[config.mk]
export PLATFORM = sky130hd
export DESIGN_NAME = dsack_generator
export DESIGN_NICKNAME = d
export VERILOG_FILES = /design/src/rtl/mackerel_bus_pkg.sv /design/src/rtl/bus_watchdog.sv /design/src/rtl/dsack_generator.sv
export SDC_FILE = /design/constraint.sdc
export NUM_CORES = 1
export LEC_CHECK = 0
export CAP_MARGIN = 40
export CORE_ASPECT_RATIO = 1.5
export CORE_MARGIN = 10
export CORE_UTILIZATION = 30
export CTS_CLUSTER_SIZE = 12
export DETAILED_ROUTE_END_ITERATION = 7
export RECOVER_POWER = 100
export SYNTH_ARGS = -nofsm -noshare
export SYNTH_HDL_FRONTEND = slang
export SYNTH_SLANG_ARGS = --single-unit
[constraint.sdc]
create_clock -name CLK -period 2.9 [get_ports CLK]
set_input_delay 0.58 -clock CLK [delete_from_list [all_inputs] [get_ports CLK]]
set_output_delay 0.58 -clock CLK [all_outputs]
set_load 0.02 [all_outputs]
[src/rtl/mackerel_bus_pkg.sv]
`default_nettype none
// ============================================================================
// Module   : mackerel_bus_pkg
// Brief    : Shared bus-cycle state encoding, port-size codes and default waits
// Revision : 1.0 - initial release
// ============================================================================
package mackerel_bus_pkg;

  typedef enum logic [2:0] {
    ST_IDLE    = 3'd0,
    ST_WAIT    = 3'd1,
    ST_DUART   = 3'd2,
    ST_IDE_SU  = 3'd3,
    ST_IDE_STB = 3'd4,
    ST_ACK     = 3'd5,
    ST_BERR    = 3'd6
  } bus_state_t;

  typedef enum logic [1:0] {
    PS_NONE  = 2'd0,
    PS_8BIT  = 2'd1,
    PS_16BIT = 2'd2,
    PS_32BIT = 2'd3
  } port_size_t;

  localparam int unsigned c_rom_wait     = 3;
  localparam int unsigned c_sram_wait    = 0;
  localparam int unsigned c_ide_setup    = 2;
  localparam int unsigned c_ide_strobe   = 6;
  localparam int unsigned c_berr_timeout = 255;

  // Returns {DSACK1_n, DSACK0_n} for an acknowledged port size.
  function automatic logic [1:0] dsack_n_for(input port_size_t ps);
    logic [1:0] v;
    v = 2'b11;
    case (ps)
      PS_8BIT:  v = 2'b10;
      PS_16BIT: v = 2'b01;
      PS_32BIT: v = 2'b00;
      default:  v = 2'b11;
    endcase
    return v;
  endfunction

endpackage
`default_nettype wire

[src/rtl/bus_watchdog.sv]
`default_nettype none
// ============================================================================
// Module   : bus_watchdog
// Brief    : Saturating 8-bit cycle counter flagging a stalled bus cycle
// Revision : 1.0 - initial release
// ============================================================================
module bus_watchdog
  import mackerel_bus_pkg::*;
#(
  parameter logic [7:0] TIMEOUT = 8'(c_berr_timeout)
) (
  input  logic CLK,
  input  logic RST,
  input  logic run,
  input  logic clear,
  output logic timeout
);

  logic [7:0] r_count;

  always_ff @(posedge CLK or posedge RST) begin
    if (RST) begin
      r_count <= '0;
    end else if (clear) begin
      r_count <= '0;
    end else if (run && (r_count != 8'hFF)) begin
      r_count <= r_count + 8'd1;
    end
  end

  assign timeout = (r_count >= TIMEOUT);

endmodule
`default_nettype wire

[src/rtl/dsack_generator.sv]
`default_nettype none
// ============================================================================
// Module   : dsack_generator
// Brief    : Bus-cycle FSM producing DSACK/BERR and IDE strobes per decoded select
// Revision : 1.0 - initial release
// ============================================================================
module dsack_generator
  import mackerel_bus_pkg::*;
#(
  parameter int unsigned ROM_WAIT     = c_rom_wait,
  parameter int unsigned SRAM_WAIT    = c_sram_wait,
  parameter int unsigned IDE_SETUP    = c_ide_setup,
  parameter int unsigned IDE_STROBE   = c_ide_strobe,
  parameter int unsigned BERR_TIMEOUT = c_berr_timeout
) (
  input  logic CLK,
  input  logic RST,
  input  logic AS_n,
  input  logic DS_n,
  input  logic RW,
  input  logic CS_ROM_n,
  input  logic CS_SRAM_n,
  input  logic CS_DUART_n,
  input  logic IACK_DUART_n,
  input  logic IDE_CS0_n,
  input  logic IDE_CS1_n,
  input  logic DTACK_DUART_n,
  input  logic IDE_RDY,
  output logic DSACK0_n,
  output logic DSACK1_n,
  output logic BERR_n,
  output logic IDE_RD_n,
  output logic IDE_WR_n
);

  bus_state_t r_state, w_next;
  port_size_t r_size, w_size_next;
  logic [7:0] r_count, w_count_next;
  logic       r_as_low;
  logic       w_timeout;
  logic       w_wd_run;
  logic       w_stb_active;

  assign w_wd_run = ~AS_n & (r_state != ST_ACK);

  bus_watchdog #(
    .TIMEOUT (8'(BERR_TIMEOUT))
  ) u_watchdog (
    .CLK     (CLK),
    .RST     (RST),
    .run     (w_wd_run),
    .clear   (AS_n),
    .timeout (w_timeout)
  );

  // r_as_low blocks a new cycle start until AS_n has been seen high once.
  always_comb begin
    w_next       = r_state;
    w_count_next = r_count;
    w_size_next  = r_size;
    if (AS_n) begin
      w_next       = ST_IDLE;
      w_count_next = '0;
      w_size_next  = PS_NONE;
    end else begin
      case (r_state)
        ST_IDLE: begin
          if (!r_as_low) begin
            if (!IDE_CS0_n || !IDE_CS1_n) begin
              w_next       = ST_IDE_SU;
              w_count_next = 8'(IDE_SETUP - 1);
              w_size_next  = PS_16BIT;
            end else if (!CS_DUART_n || !IACK_DUART_n) begin
              w_next      = ST_DUART;
              w_size_next = PS_8BIT;
            end else if (!CS_ROM_n) begin
              w_next       = ST_WAIT;
              w_count_next = 8'(ROM_WAIT);
              w_size_next  = PS_8BIT;
            end else if (!CS_SRAM_n) begin
              w_next       = ST_WAIT;
              w_count_next = 8'(SRAM_WAIT);
              w_size_next  = PS_32BIT;
            end
          end else if (w_timeout) begin
            w_next = ST_BERR;
          end
        end
        ST_WAIT: begin
          if (r_count == 8'd0) begin
            w_next = ST_ACK;
          end else if (w_timeout) begin
            w_next = ST_BERR;
          end else begin
            w_count_next = r_count - 8'd1;
          end
        end
        ST_DUART: begin
          if (!DTACK_DUART_n) begin
            w_next = ST_ACK;
          end else if (w_timeout) begin
            w_next = ST_BERR;
          end
        end
        ST_IDE_SU: begin
          if (w_timeout) begin
            w_next = ST_BERR;
          end else if (r_count == 8'd0) begin
            w_next       = ST_IDE_STB;
            w_count_next = 8'(IDE_STROBE);
          end else begin
            w_count_next = r_count - 8'd1;
          end
        end
        ST_IDE_STB: begin
          if ((r_count == 8'd0) && IDE_RDY) begin
            w_next = ST_ACK;
          end else if (w_timeout) begin
            w_next = ST_BERR;
          end else if (r_count != 8'd0) begin
            w_count_next = r_count - 8'd1;
          end
        end
        default: begin
          w_next = r_state;
        end
      endcase
    end
  end

  // Strobe rises one edge after IDE_STB entry and survives into ACK.
  assign w_stb_active = (r_size == PS_16BIT) &&
                        ((r_state == ST_IDE_STB) || (r_state == ST_ACK)) &&
                        ((w_next == ST_IDE_STB) || (w_next == ST_ACK));

  always_ff @(posedge CLK or posedge RST) begin
    if (RST) begin
      r_state  <= ST_IDLE;
      r_size   <= PS_NONE;
      r_count  <= '0;
      r_as_low <= 1'b0;
      DSACK0_n <= 1'b1;
      DSACK1_n <= 1'b1;
      BERR_n   <= 1'b1;
      IDE_RD_n <= 1'b1;
      IDE_WR_n <= 1'b1;
    end else begin
      r_state  <= w_next;
      r_size   <= w_size_next;
      r_count  <= w_count_next;
      r_as_low <= ~AS_n;
      {DSACK1_n, DSACK0_n} <= (w_next == ST_ACK) ? dsack_n_for(w_size_next) : 2'b11;
      BERR_n   <= ~(w_next == ST_BERR);
      IDE_RD_n <= ~(w_stb_active & RW);
      // A write strobe only asserts once DS_n is low; afterwards it holds.
      IDE_WR_n <= ~(w_stb_active & ~RW & (~IDE_WR_n | ~DS_n));
    end
  end

endmodule
`default_nettype wire

==> results.cfg, run 1 <==
; yosys + openroad results
[outcome]
status = finished with violations
violations = max-capacitance violations

[die]
die_x_um = 78.5
fp_util = 0.315
die-area_um2 = 8450
nWellTaps = 66
die_h_um = 108
ios = 18
rows = 31
core_region_area_um2 = 4890

[final_timing]
rsz0062_at_grt = no
max_freq_mhz = 413
period_used_share = 0.835
finalHoldViolCount = 0
maxSlewViolCount = 0
setup_tns_ns = 0
fin_crit_ns = 2.42
setup_violations = 0
worst_pin_slew_ns = 1.49
relSlewSlack = 0.00486

[global_routing]
antenna_found_initial = 0
grtUsageTotal = 0.0832
top_usage_layer = met2
grt_pass1_wl_mm = 5.86
grt_max_degree = 28
grt_pass1_vias = 1272
met2_usage = 0.142
met1_usage = 0.0943
gr-total-overflow = 0
grt_util_met3 = 0.0142

[clocking]
ctsHtreeMaxLevel = 1
clk_pin_slew_worst_paths_ns = 0.09
cts_tree = built
root_buffer = clkbuf_8
clock_path_buffers = 2
cts_setup_buffers = 0
cts.sinks = 27
numCtsBuffers = 3
clkLatencyLatePin_ns = 0.27
cts_resized = 0
hold_buffers = 0

[layout]
fillers = 522
buf_share = 0.104
seq_area_um2 = 682
sh_seq_area = 0.377
reg_top3 = r_count: 8 flops, u_watchdog.r_count: 8 flops, r_state: 3 flops
comb_cells = 127
final_nets = 201
inverters_excl_clock = 7
comb_area_um2 = 783
diodes = 0
seq_cells = 27
mostFrequentLayoutCells = 22 x dfrtp_1, 19 x nor2_1, 17 x o21ai_0, 11 x nand2_1, 10 x clkdlybuf4s50_1
drive_above_1_share = 0.0865
dominant_cells = logic gates
clk_share = 0.0249

[setup_path]
path_delay_family = simple AND/OR/NAND/NOR gates
worst_setup_path_start_kind = flip-flop
cp_slowest_cell = or3b_1
cp.arrival_ns = 2.60
ff2ff_setup_slack_ns = 0.48
cpPeakStageDelay_ns = 0.48
cp.depth = 8
critPathRequiredTime_ns = 3.08
path_buffers = 1
r2r_start = r_count[0]
endpoint = DSACK1_n
path_class = flip-flop to flip-flop
reg2reg_to = DSACK1_n
path_cells = inv_1, ha_1, or3b_1, nor3_1, o21ai_0, a31oi_1, o21a_1, nand4b_1
cp_max_fo = 6
end_kind = flip-flop
rr_worst_depth = 8
cp-startpoint = r_count[0]

[power_and_ir_drop]
power-top-group = combinational cells
switching_power_uw = 649
p_clk_uw = 209
internal_power_uw = 854
switching_share = 0.432
p_comb_uw = 735
ir_worst_vdd_mv = 0.301
power_frac_seq = 0.372
total_power_mw = 1.50
pwr-share-clk = 0.139
cellPowerDensity_nw_per_um2 = 831
comb_power_share = 0.489
leakage_nw = 0.703
p_seq_uw = 559

[detailed_routing]
wl_mm = 3.47
wl_per_cell_um = 13.8
wl_met3_um = 85
route.met2.wl_mm = 1.72
drt-initial-drc-count = 97
drc_errors = 0
ant_nets = 0
vias_per_cell = 5.24
drt_pass1_iterations = 4
top_layer = met4
vias = 1314
wl_met1_mm = 1.58

[logic_synthesis]
synth.cellmix.compoundShare = 0.201
synth-simple-area-share = 0.260
syn_area_um2 = 1540
ys_sh_adder = 0.0163
yosys-top-cells-area = dfrtp_1 36%, dfstp_2 8.5%, o21ai_0 5.5%
synth_cell_types = 47
ff_type = dfrtp_1
edf_count = 0
xor_area_frac = 0.0285
async_reset_ff_frac = 1.00
syn_avg_cell_area_um2 = 9.16
ys.flops = 27
top_cell_area_share = 0.358
fp_nets = 183
netlist_instances = 168
ys_cells = 168
ys_chip_area_um2 = 1540
top_area_cell = dfrtp_1
top_logic_kind = simple AND/OR/NAND/NOR gates
ys_sh_mux = 0.00650
yosysSeqAreaShare = 0.443
yosys_warnings = 0

[job]
log.warning_count = 26
cap_violations = 1

[worst_hold_path]
min_to = r_count[5]
hp-start = r_count[5]
hold_depth = 1
hold_class = flip-flop to flip-flop

[placement]
gp_congestion = 0.815
numPortBuffers = 17
dp_slack_ns = 0.573
place.detailed.hpwl_mm = 2.63
run 1: synthesized netlist by cell type (all sizes together), types with 2 or more instances:
master / instances
nand4: 5
buf: 6
nand3: 7
a211oi: 3
dfrtp: 22
nand2b: 5
o31ai: 2
o21ai: 17
nor4b: 2
ha: 2
dfstp: 5
a31oi: 2
nor2: 20
a21oi: 9
xor2: 5
nand2: 11
nor3b: 2
nor3: 6
nor4: 2
or3: 5
o41ai: 2
nand4b: 2
inv: 7
run 1: per-stage QoR:
stage	cell area, µm²	hold WS [ns]	cells	util
global route	1810	0.534	251	0.370
global placement	1770	0.493	247	0.363
floorplan	1540	0.464	168	-
CTS	1820	0.521	251	0.372
finish	1810	0.513	251	0.370
detailed placement	1770	0.493	247	0.363
### Gate-type map, run 1

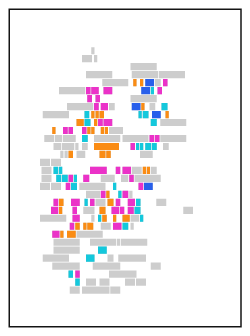
color	family	cells
orange	nor cells	33
blue	xor and xnor cells	5
cyan	nand cells	30
magenta	aoi and oai cells	42
Layout Cells excl Fill: 251
Comb area share: 0.433
most common logic cell in the routed design: dfrtp_1

### Cell sizes after repair, run 1

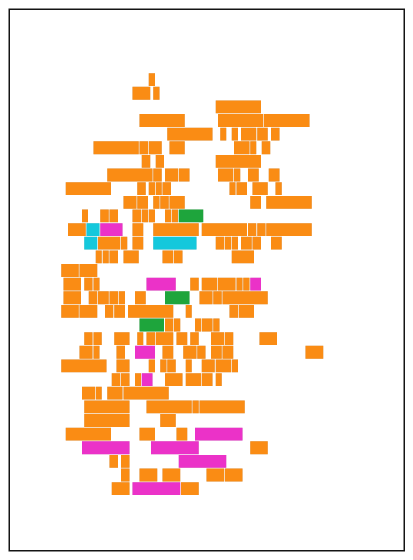
color	size	cells
cyan	x3 and x4	3
orange	x1 and smaller	169
magenta	x2	10
green	x6 and larger	3
Repair and plain buffers: 20
worst setup margin: 0.479 ns
P&R area growth vs syn: 17.5%
Finished Cell Area: 1810 µm²

### Clock routing, run 1

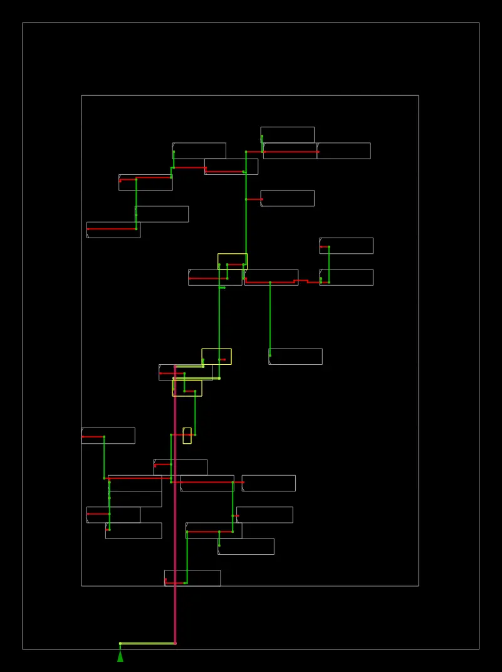
clkbuf count: 4
skew final: 0.00378 ns

### The metal 2 layer, run 1

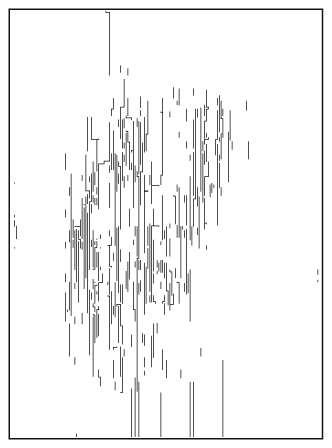

==> run 2, diff against run 1 <==
Clock period 2.9 ns to 2 ns, I/O delays scaled along.
### The metal 2 layer, run 2

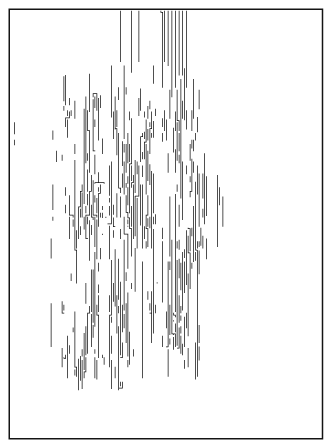
main direction	vertical
nets with wire on the layer	218
GR Util met2: 0.180
DR vias: 1494
final WL: 3.90 mm

### Cell sizes after repair, run 2

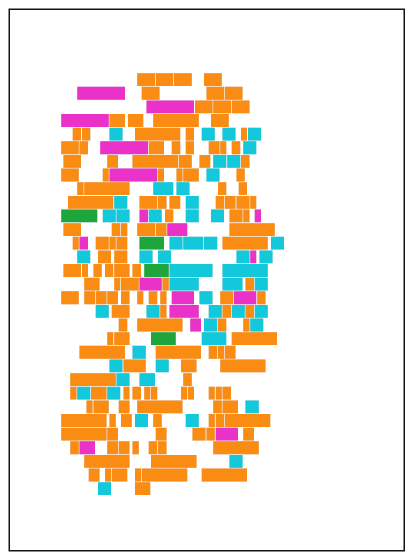
color	size	cells
cyan	x3 and x4	52
green	x6 and larger	4
orange	x1 and smaller	155
magenta	x2	17
P&R area growth vs syn: 44.0%
worst setup margin: -0.0436 ns
Finished Cell Area: 2220 µm²
Repair and plain buffers: 63

==> run 2 against run 1 <==
The run ends with negative setup slack left. Critical path depth decreased by 1. Synthesized cell count unchanged. Fmax increased by 18%. Clock power increased by 47%. Flip-flop count unchanged. Clock-buffer cell count decreased by 1.
==> results.cfg, run 2 <==
; yosys + openroad results
[final_timing]
finClkSkew_ns = 0.00549
fin_crit_ns = 2.04
setup_ws_ns = -0.0436
period_used_share = 1.02
max_freq_mhz = 489
setup_violations = 1
maxSlewViolCount = 0
finalHoldViolCount = 0
setup_tns_ns = -0.0436
whs_ns = 0.505
worst_pin_slew_ns = 0.671
relSlewSlack = 0.553

[global_routing]
grt_pass1_vias = 1504
top_usage_layer = met2
grt_pass1_wl_mm = 6.73
gr-total-overflow = 0
grt_max_degree = 28
met1_usage = 0.103

[power_and_ir_drop]
ir_worst_vdd_mv = 0.839
cellPowerDensity_nw_per_um2 = 1290
power_frac_seq = 0.268
total_power_mw = 2.86
switching_share = 0.398
p_seq_uw = 766
leakage_nw = 0.957
switching_power_mw = 1.14
internal_power_mw = 1.72
power-top-group = combinational cells
p_comb_mw = 1.79
pwr-share-clk = 0.107
comb_power_share = 0.625

[logic_synthesis]
ff_type = dfrtp_1
synth.top_cells.by_count = 22 x dfrtp_1, 19 x nor2_1, 17 x o21ai_0
async_reset_ff_frac = 1.00
yosysSeqAreaShare = 0.443
yosys-top-cells-area = dfrtp_1 36%, dfstp_2 8.5%, o21ai_0 5.5%
top_logic_kind = simple AND/OR/NAND/NOR gates
syn_avg_cell_area_um2 = 9.16
xor_area_frac = 0.0285
synth.cellmix.compoundShare = 0.201
ys_cells = 168
ys_sh_adder = 0.0163
ys_sh_mux = 0.00650
syn_area_um2 = 1540
fp_nets = 183
top_cell = dfrtp_1
ys_chip_area_um2 = 1540
ys.flops = 27
synth_cell_types = 47
top_area_cell = dfrtp_1
edf_count = 0
synth-simple-area-share = 0.260
yosys_warnings = 0

[worst_hold_path]
min_to = r_count[6]
hold_class = flip-flop to flip-flop
hold_depth = 2

[detailed_routing]
drt_pass1_iterations = 4
wl_met3_um = 110
wl_met1_mm = 1.57
wl_per_cell_um = 13.3
ant_nets = 0
route.met2.wl_mm = 2.19
vias_per_cell = 5.08
top_layer = met4

[die]
die_h_um = 108
die_x_um = 78.5
die-area_um2 = 8450
fp_util = 0.315
nWellTaps = 66
core_region_area_um2 = 4890
ios = 18
rows = 31

[layout]
seq_area_um2 = 682
seq_cells = 27
clk_share = 0.0209
inverters_excl_clock = 7
final_core_util = 0.453
mostFrequentLayoutCells = 44 x buf_4, 22 x dfrtp_1, 18 x nor2_1, 16 x clkdlybuf4s50_1, 11 x nand2_1
diodes = 0
buf_share = 0.237
comb_share = 0.385
comb_area_um2 = 853
layout.cells.most_common = buf_4
reg_top3 = r_count: 8 flops, u_watchdog.r_count: 8 flops, r_state: 3 flops
final_nets = 244
dominant_cells = logic gates
stdcell_count = 294

[setup_path]
cp-startpoint = r_count[0]
cp_max_fo = 4
critPathRequiredTime_ns = 2.20
end_kind = flip-flop
r2r_start = r_count[0]
path_class = flip-flop to flip-flop
rr_worst_depth = 7
reg2reg_to = BERR_n
ff2ff_setup_slack_ns = -0.04
endpoint = BERR_n

[job]
cap_violations = 0
log.warning_count = 29

[clocking]
numCtsBuffers = 3
clkLatencyLatePin_ns = 0.27
cts_tree = built
clk_pin_slew_worst_paths_ns = 0.09
clock_path_buffers = 2
ctsHtreeMaxLevel = 1
root_buffer = clkbuf_8

[outcome]
status = finished with violations
violations = negative setup slack

[placement]
dpl_cell_area_um2 = 2070
dp_cells = 284
dp_slack_ns = -0.186
numPortBuffers = 17
place.detailed.hpwl_mm = 2.97
gp_congestion = 0.875
[run 2: cell counts after synthesis]
Identical to the previous run, type by type.
[run 2: timing repair]
| action | in CTS | in global routing |
|---|---|---|
| buffers inserted | 3 | 4 |
| setup endpoints to repair | 14 | 17 |
| gates resized | 3 | 20 |
| hold buffers | 0 | 0 |
| pin swaps | 2 | 10 |
[run 2: kinds of logic after synthesis]
group           after synthesis
compound gates               47
buf+inv                      14
flops                        27
xor+xnor                      5
mux                           1
simple gates                 72
fa+ha+maj                     2
[run 2: worst max-delay path: stages, from the launching register on]
cell and delay, ns:
dfrtp_1 0.40, inv_2 0.08, ha_4 0.13, or3b_4 0.42
nor4b_4 0.34, o221a_2 0.27, nor2_4 0.05, or3_1 0.30
### Gate-type map, run 2

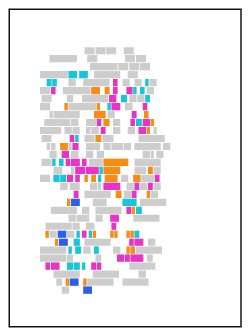

==> run 3, diff against run 2 <==
Settings changed: ABC_CLOCK_PERIOD_IN_PS set to 2000, CAP_MARGIN 40 to not set, SETUP_SLACK_MARGIN set to 0.1.
### Gate-type map, run 3

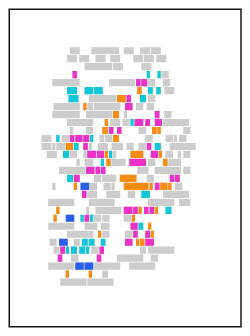
color	family	cells
cyan	nand cells	30
magenta	aoi and oai cells	42
blue	xor and xnor cells	5
orange	nor cells	33
Comb area share: 0.390
Layout Cells excl Fill: 291
most common logic cell in the routed design: buf_4

==> run 3 against run 2 <==
The flow still finishes with violations (negative setup slack). Non-clock buffer count fell by 3. Critical endpoint unchanged. Clock-buffer cell count is the same. First-iteration DRC count is 71% higher. Sequential power hardly changed. Via count decreased by 2.7%. Area after synthesis unchanged. Flip-flop count unchanged.
==> results.cfg, run 3 <==
; yosys + openroad results
[power_and_ir_drop]
total_power_mw = 2.62
switching_power_mw = 1.07
power_frac_seq = 0.293
cellPowerDensity_nw_per_um2 = 1220
internal_power_mw = 1.55
leakage_nw = 0.894
ir_worst_vdd_mv = 0.517
pwr-share-clk = 0.120
comb_power_share = 0.587
p_seq_uw = 767
switching_share = 0.407
power-top-group = combinational cells

[detailed_routing]
top_layer = met4
ant_nets = 0
drt_pass1_iterations = 4
wl_per_cell_um = 13.4
drt-initial-drc-count = 53
wl_met1_mm = 1.67
vias_per_cell = 5.00
wl_met3_um = 49
route.met2.wl_mm = 2.15

[setup_path]
critPathRequiredTime_ns = 2.20
endpoint = BERR_n
path_class = flip-flop to flip-flop
cp_max_fo = 4
end_kind = flip-flop
r2r_start = r_count[0]
cp-startpoint = r_count[0]
rr_worst_depth = 7
ff2ff_setup_slack_ns = -0.04

[die]
die_x_um = 78.5
nWellTaps = 66
rows = 31
die-area_um2 = 8450
core_region_area_um2 = 4890
fp_util = 0.315
ios = 18
die_h_um = 108

[final_timing]
finalHoldViolCount = 0
setup_tns_ns = -0.0474
period_used_share = 1.02
fin_crit_ns = 2.04
finClkSkew_ns = 0.00324
worst_pin_slew_ns = 0.827
setup_ws_ns = -0.0395
maxSlewViolCount = 0
whs_ns = 0.516
relSlewSlack = 0.449
setup_violations = 2

[global_routing]
gr-total-overflow = 0
top_usage_layer = met2
met1_usage = 0.109
grt_max_degree = 16

[clocking]
clk_pin_slew_worst_paths_ns = 0.10
ctsHtreeMaxLevel = 1
root_buffer = clkbuf_8
clkLatencyLatePin_ns = 0.27
cts_tree = built
clock_path_buffers = 2
numCtsBuffers = 3
hold_buffers = 0
cts_resized = 6
cts_setup_buffers = 1

[placement]
dp_cells = 281
numPortBuffers = 17
place.detailed.hpwl_mm = 3.04
dp_slack_ns = -0.181

[outcome]
violations = negative setup slack
status = finished with violations

[layout]
diodes = 0
buf_share = 0.221
final_area_um2 = 2150
nNonClkBuffers = 60
dominant_cells = logic gates
mostFrequentLayoutCells = 37 x buf_4, 22 x dfrtp_1, 19 x nor2_1, 16 x o21ai_0
final_core_util = 0.440
reg_top3 = r_count: 8 flops, u_watchdog.r_count: 8 flops, r_state: 3 flops
clk_share = 0.0215
comb_area_um2 = 837
final_nets = 241
seq_cells = 27

[logic_synthesis]
ys_chip_area_um2 = 1540
ys.flops = 27
async_reset_ff_frac = 1.00
yosysSeqAreaShare = 0.443
ff_type = dfrtp_1
synth.top_cells.by_count = 22 x dfrtp_1, 19 x nor2_1, 17 x o21ai_0
syn_area_um2 = 1540
ys_cells = 168
yosys-top-cells-area = dfrtp_1 36%, dfstp_2 8.5%, o21ai_0 5.5%
top_area_cell = dfrtp_1
syn_avg_cell_area_um2 = 9.16
top_cell = dfrtp_1
edf_count = 0

[job]
cap_violations = 0
log.warning_count = 29

[worst_hold_path]
hold_class = flip-flop to flip-flop
hold_depth = 1
### The metal 2 layer, run 3

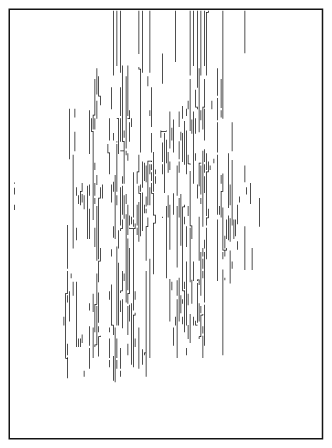
nets with wire on the layer	209
main direction	vertical
wire length on this layer	2150 µm
share of all routed wire	55%
longest straight run	27.1 µm
GR Util met2: 0.165
final WL: 3.90 mm
DR vias: 1454

==> run 3: cell counts after synthesis <==
Identical to the previous run, type by type.
==> run 3: kinds of logic after synthesis <==
| logic type | after synthesis | share of synthesized area |
|---|---|---|
| simple gates | 72 | 0.260 |
| compound gates | 47 | 0.201 |
| flops | 27 | 0.443 |
| buf+inv | 14 | 0.0447 |
| xor+xnor | 5 | 0.0285 |
| fa+ha+maj | 2 | 0.0163 |
| mux | 1 | 0.00650 |
==> run 3: critical path, stage by stage (launching register included) <==
cell	delay, ns
dfrtp_1	0.40
inv_2	0.07
ha_4	0.13
or3b_4	0.43
nor4b_4	0.33
o221a_2	0.26
nor2_2	0.05
or3_1	0.30
No activity file was given, so power comes from the tool's default toggle rates.
